### Gate families picked out

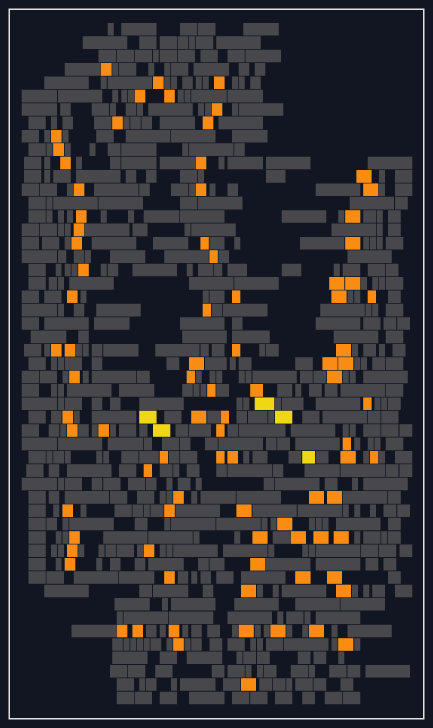
### Routed metal, one colour a layer

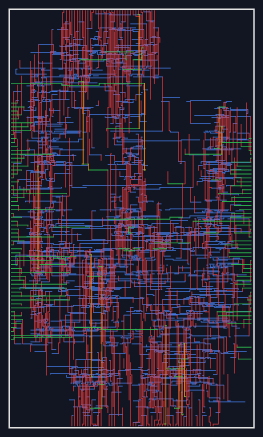
### Wires at chosen ports, followed through buffers

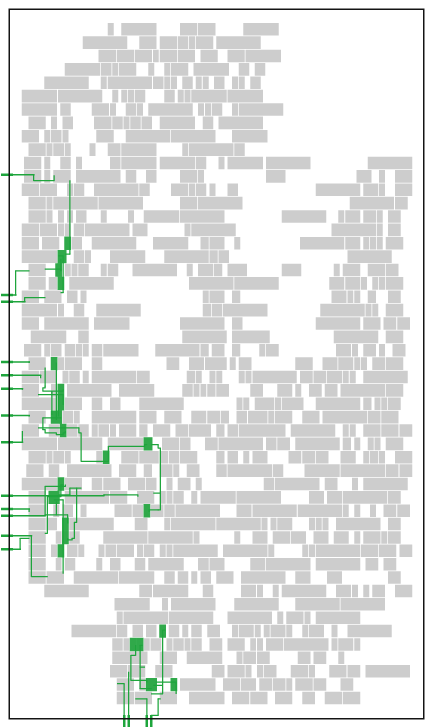
### Clock wires, drivers and flops

Scale bar: 20 um.
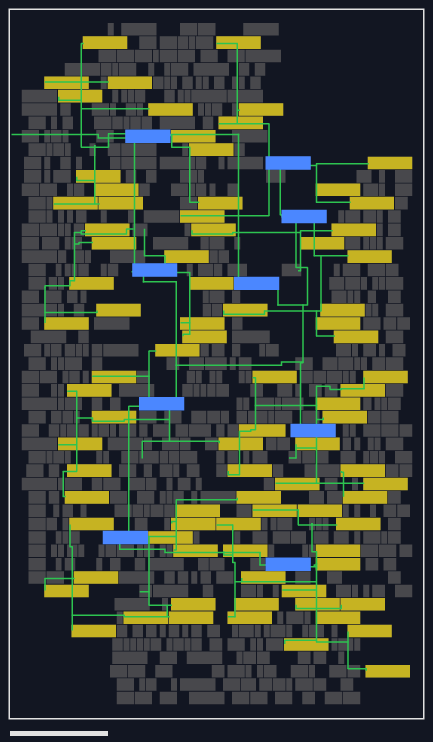
--- config.mk ---
export PLATFORM = sky130hd
export DESIGN_NAME = alu_arbiter
export DESIGN_NICKNAME = d
export VERILOG_FILES = /design/src/rtl/alu_arbiter.sv
export SDC_FILE = /design/constraint.sdc
export NUM_CORES = 1
export LEC_CHECK = 0
export CORE_AREA = 2 2 82 142
export DETAILED_ROUTE_END_ITERATION = 6
export DIE_AREA = 0 0 84 144
export PLACE_DENSITY = 0.88
export SYNTH_ARGS = -nofsm -noshare
export SYNTH_HDL_FRONTEND = slang
export SYNTH_SLANG_ARGS = --single-unit
export TNS_END_PERCENT = 20
--- constraint.sdc ---
create_clock -name clk -period 2.5 [get_ports clk]
set_input_delay 0.25 -clock clk [delete_from_list [all_inputs] [get_ports clk]]
set_output_delay 0.25 -clock clk [all_outputs]
set_load 0.1 [all_outputs]
--- src/rtl/alu_arbiter.sv ---
// ---------------------------------------------------------------------------
// alu_arbiter
//
// Shares one external ALU between two requesters (A and B). A request is
// accepted in IDLE, its operands and control code are captured, the ALU is
// driven for a number of EXEC cycles that depends on the operation, and the
// result is handed back with a one-cycle done pulse to the requester that
// was granted. Ties are resolved round-robin, with A favoured after reset.
// Divide-by-zero and undefined control codes never reach the ALU; they
// complete immediately with an error.
//
// Ports
//   clk, reset_n            clock (rising edge), async active-low reset
//   req_a/req_b             level requests, held until granted
//   a_op1/a_op2/a_ctrl      operands and control code from requester A
//   b_op1/b_op2/b_ctrl      operands and control code from requester B
//   gnt_a/gnt_b             one-cycle pulse: request accepted
//   done_a/done_b           one-cycle pulse: result valid for that requester
//   result/sign/err         captured result, sign flag and error status
//   busy                    high whenever the block is not in IDLE
//   alu_op1/alu_op2/alu_ctrl  operands and code driven to the shared ALU
//   alu_data_in/alu_sign_in   ALU result and sign flag
// ---------------------------------------------------------------------------
module alu_arbiter #(
  parameter int MUL_WAIT = 2,
  parameter int DIV_WAIT = 4
) (
  input  logic        clk,
  input  logic        reset_n,
  input  logic        req_a,
  input  logic        req_b,
  input  logic [16:0] a_op1,
  input  logic [16:0] a_op2,
  input  logic [16:0] b_op1,
  input  logic [16:0] b_op2,
  input  logic [3:0]  a_ctrl,
  input  logic [3:0]  b_ctrl,
  output logic        gnt_a,
  output logic        gnt_b,
  output logic        done_a,
  output logic        done_b,
  output logic [32:0] result,
  output logic        sign,
  output logic        err,
  output logic        busy,
  output logic [16:0] alu_op1,
  output logic [16:0] alu_op2,
  output logic [3:0]  alu_ctrl,
  input  logic [32:0] alu_data_in,
  input  logic        alu_sign_in
);

  typedef enum logic [1:0] {
    IDLE,
    EXEC,
    DONE
  } state_t;

  state_t      r_state;
  state_t      w_nextState;

  logic        r_lastB;
  logic        r_ownerB;
  logic [16:0] r_op1;
  logic [16:0] r_op2;
  logic [3:0]  r_ctrl;
  logic [7:0]  r_count;
  logic [32:0] r_result;
  logic        r_sign;
  logic        r_err;

  logic        w_grantA;
  logic        w_grantB;
  logic        w_grant;
  logic [16:0] w_selOp1;
  logic [16:0] w_selOp2;
  logic [3:0]  w_selCtrl;
  logic        w_bypass;
  logic [7:0]  w_waitLoad;
  logic        w_lastExec;

  // Arbitration. Grants are only offered in IDLE and are masked while reset
  // is asserted so that every output reads 0 during reset. On a tie, the
  // requester that was not granted last wins (r_lastB set means B went last,
  // so A wins).
  always_comb begin
    w_grantA = 1'b0;
    w_grantB = 1'b0;
    if (r_state == IDLE && reset_n) begin
      if (req_a && req_b) begin
        w_grantA = r_lastB;
        w_grantB = ~r_lastB;
      end else begin
        w_grantA = req_a;
        w_grantB = req_b;
      end
    end
  end

  assign w_grant   = w_grantA | w_grantB;
  assign w_selOp1  = w_grantB ? b_op1  : a_op1;
  assign w_selOp2  = w_grantB ? b_op2  : a_op2;
  assign w_selCtrl = w_grantB ? b_ctrl : a_ctrl;

  // Undefined codes and divide-by-zero skip EXEC so the ALU never sees them.
  assign w_bypass = (w_selCtrl > 4'd8) ||
                    (w_selCtrl == 4'b0010 && w_selOp2 == 17'd0);

  // Number of EXEC cycles for the operation being granted.
  always_comb begin
    case (w_selCtrl)
      4'b0010: w_waitLoad = 8'(DIV_WAIT);
      4'b0011: w_waitLoad = 8'(MUL_WAIT);
      default: w_waitLoad = 8'd1;
    endcase
  end

  // The "<=" guards against a zero load ever trapping the FSM in EXEC.
  assign w_lastExec = (r_state == EXEC) && (r_count <= 8'd1);

  // State register; reset drops straight back to IDLE, abandoning any
  // operation in flight.
  always_ff @(posedge clk or negedge reset_n) begin
    if (!reset_n) begin
      r_state <= IDLE;
    end else begin
      r_state <= w_nextState;
    end
  end

  // Next-state and output decode. The ALU is only driven with live operands
  // in EXEC; everywhere else it sees the idle code 1111 with zero operands.
  always_comb begin
    w_nextState = r_state;
    gnt_a       = 1'b0;
    gnt_b       = 1'b0;
    done_a      = 1'b0;
    done_b      = 1'b0;
    alu_op1     = 17'd0;
    alu_op2     = 17'd0;
    alu_ctrl    = 4'b1111;
    case (r_state)
      IDLE: begin
        gnt_a = w_grantA;
        gnt_b = w_grantB;
        if (w_grant) begin
          w_nextState = w_bypass ? DONE : EXEC;
        end
      end
      EXEC: begin
        alu_op1  = r_op1;
        alu_op2  = r_op2;
        alu_ctrl = r_ctrl;
        if (w_lastExec) begin
          w_nextState = DONE;
        end
      end
      DONE: begin
        done_a      = ~r_ownerB;
        done_b      = r_ownerB;
        w_nextState = IDLE;
      end
      default: begin
        w_nextState = IDLE;
      end
    endcase
  end

  // Operand capture, wait counter and result registers. Bypassed operations
  // write their error result at grant time; normal operations capture the
  // ALU output on the last EXEC cycle. The sign flag is only meaningful for
  // add and subtract.
  always_ff @(posedge clk or negedge reset_n) begin
    if (!reset_n) begin
      r_lastB  <= 1'b1;
      r_ownerB <= 1'b0;
      r_op1    <= 17'd0;
      r_op2    <= 17'd0;
      r_ctrl   <= 4'd0;
      r_count  <= 8'd0;
      r_result <= 33'd0;
      r_sign   <= 1'b0;
      r_err    <= 1'b0;
    end else if (w_grant) begin
      r_ownerB <= w_grantB;
      r_lastB  <= w_grantB;
      r_op1    <= w_selOp1;
      r_op2    <= w_selOp2;
      r_ctrl   <= w_selCtrl;
      r_count  <= w_waitLoad;
      if (w_bypass) begin
        r_result <= 33'd0;
        r_sign   <= 1'b0;
        r_err    <= 1'b1;
      end
    end else if (r_state == EXEC) begin
      r_count <= r_count - 8'd1;
      if (w_lastExec) begin
        r_result <= alu_data_in;
        r_sign   <= (r_ctrl == 4'b0000 || r_ctrl == 4'b0001) ? alu_sign_in : 1'b0;
        r_err    <= 1'b0;
      end
    end
  end

  assign result = r_result;
  assign sign   = r_sign;
  assign err    = r_err;
  assign busy   = (r_state != IDLE);

endmodule

==> results.txt <==
Physical design

The run finished with clean final reports. During tapcell insertion the tool placed between 100 and 150 well taps. According to the dpl log, the detail-placed design has an HPWL of 9816 um. For the final routed database, the setup TNS stands at 0 ps.

The worst path needs 2272 ps of the cycle, external delays included. The data required time at the worst endpoint stands at 2250 ps. Entering global routing, the biggest net connects around 51 pins.

Global routing consumed, on the met2 layer, between 30% and 40% of the routing resources. The xor/xnor share of the synthesized area stands at less than 1%. The number of sequential cells stands at ~85. Per report_power, the top consumer among the power groups is sequential cells. The met1 wire length stands at roughly 4800 um. The combinational cell power stands at ~0.00026 W.

The number of nets at floorplan stands at about 600. The clock net in this run drives a total of between 80 and 90 sinks. Per the CTS log, the root buffer master is sky130_fd_sc_hd__clkbuf_16. The number of gates resized after CTS was 0. The analysis attributes to cell leakage a power of 3.052 nW.

The pin closest to its max-slew limit shows a slew of 626.8 ps. Summing the sequential cell areas from Yosys gives 49.62% of the chip area. Leaving out fill and tap cells, the most frequent cell in the layout is sky130_fd_sc_hd__nand2_1. The routing usage on met3 stands at roughly 5.5%. The count of nets left with antenna violations once routing finished came out at 0.

Summing the areas of all and, or, nand and nor instances in the mapped netlist gives between 20% and 30% of the synthesized area. Setup repair after global routing left no endpoint under its margin. The switching component of the power was reported as about 0.0007 W. Per the run report, area growth between synthesis and finish was 60.74%. On the critical path, the stage with the largest delay is an instance of sky130_fd_sc_hd__dlygate4sd3_1. The TritonCTS buffer count stands at 9. Post-synth the commonest register cell is sky130_fd_sc_hd__dfrtp_1. The met1 usage in global routing stands at 22.97%. The number of buffers inserted to repair setup after CTS stands at 0. After routing the design area is about 0.007 sq mm. For reference, the final report shows the max-slew violation count at 0. The worst-case clock skew stands at approximately 10 ps.

Setup violations remaining at the end of the flow were counted as 0. The number of instances in the synthesized netlist stands at ~490. Sequential cells account for between 40 and 50% of the total power. The number of antenna diodes in the final layout is 0. Looking at the global route congestion table, the highest-usage layer is met2. The placement summary gives the final routability congestion estimate as a little over 0.9. The number of violations of the max-capacitance limit stands at 0.

Yosys mapped the design onto around 46 distinct sky130hd cell types. The most common logic cells in the final layout are sky130_fd_sc_hd__nand2_1, sky130_fd_sc_hd__clkdlybuf4s50_1, sky130_fd_sc_hd__dfrtp_1. Wires add up to about 13,000 um. The post-route non-filler standard cell count stands at a little over 800. In this run, placement finished with an instance count of about 800. The total met3 wirelength after detailed routing stands at a little over 900 um. The most critical setup path has its startpoint at reset_n. For flop-to-flop paths, the worst setup slack is around 440 ps.

STA on the placed design reports a worst setup slack of about 200 ps. The global-route wire length before repair stands at slightly above 20,000 um. In this run the worst setup path terminates at gnt_b. The number of cells on the worst hold path is listed as 3. In the final layout, excluding clock inverters the inverter count is 5. Once routing completed, OpenROAD measured the worst setup slack at 227.7 ps. The flip-flop count of the largest register after layout stands at 33.

The startpoint identified for the worst hold timing path is alu_data_in[17]. The stage-log warning count stands at 27. Looking at the hold checks, the worst path lands on result[17]. After floorplanning, the core was divided into between 50 and 60 placement rows. The hold slack stands at approximately 450 ps. The worst supply voltage drop on vdd stands at around 0.34 mV. The initial antenna violation count stands at 0. The average cell area after synthesis stands at about 8.7 sq um. The power after layout stands at 0.002942 W. The arrival time at the worst endpoint stands at just over 2000 ps. The power report lists cell-internal power as 0.002245 W. Measured along the x axis, the die boundary spans between 80 and 90 um. The final timing report lists a hold violation count of 0. The final layout contains about 800 nets. The biggest area contributor in the post-synthesis netlist is sky130_fd_sc_hd__dfrtp_1. The core region is about 0.011 sq mm. TritonCTS built the clock tree. The via count stands at approximately 4,200.

The number of warnings issued by yosys stands at 0. Summed over its instances, the top area cell type makes up approximately half of the synthesized netlist area. The area taken by multi-input logic gates stands at about 0.0020 sq mm. Power spread over the standard cell area amounts to around 430 mW/mm^2. In the final layout, excluding clock buffers the buffer count is about 210. Per the detail_route report, routed wire per instance is roughly 16 um. The iteration tally of the first detailed-router pass stands at 4.
Back to the opening pictures, 'Gate families picked out':
| family | colour | cells |
|---|---|---|
| AND-OR and OR-AND gates | yellow | 5 |
| inverting AOI/OAI gates | orange | 87 |

Back to the opening pictures, 'Routed metal, one colour a layer':
| layer | colour | wire length |
|---|---|---|
| met3 | green | 923 um |
| met4 | orange | 348 um |
| met1 | blue | 4,780 um |
| met2 | red | 6,710 um |

Back to the opening pictures, 'Wires at chosen ports, followed through buffers':
| port | colour | bits | direction | end cells | buffers | wire |
|---|---|---|---|---|---|---|
| `b_op2` | green | 17 | input | 22 | 17 | 381 um |

Back to the opening pictures, 'Clock wires, drivers and flops':
[flip-flops] yellow | count: 85
[cells driving clock nets] blue | count: 9
[clock wires] green | length: 1,170 um
flops lie: spread over the die

Power figures rest on the tool's default switching activity, not on a simulated workload.
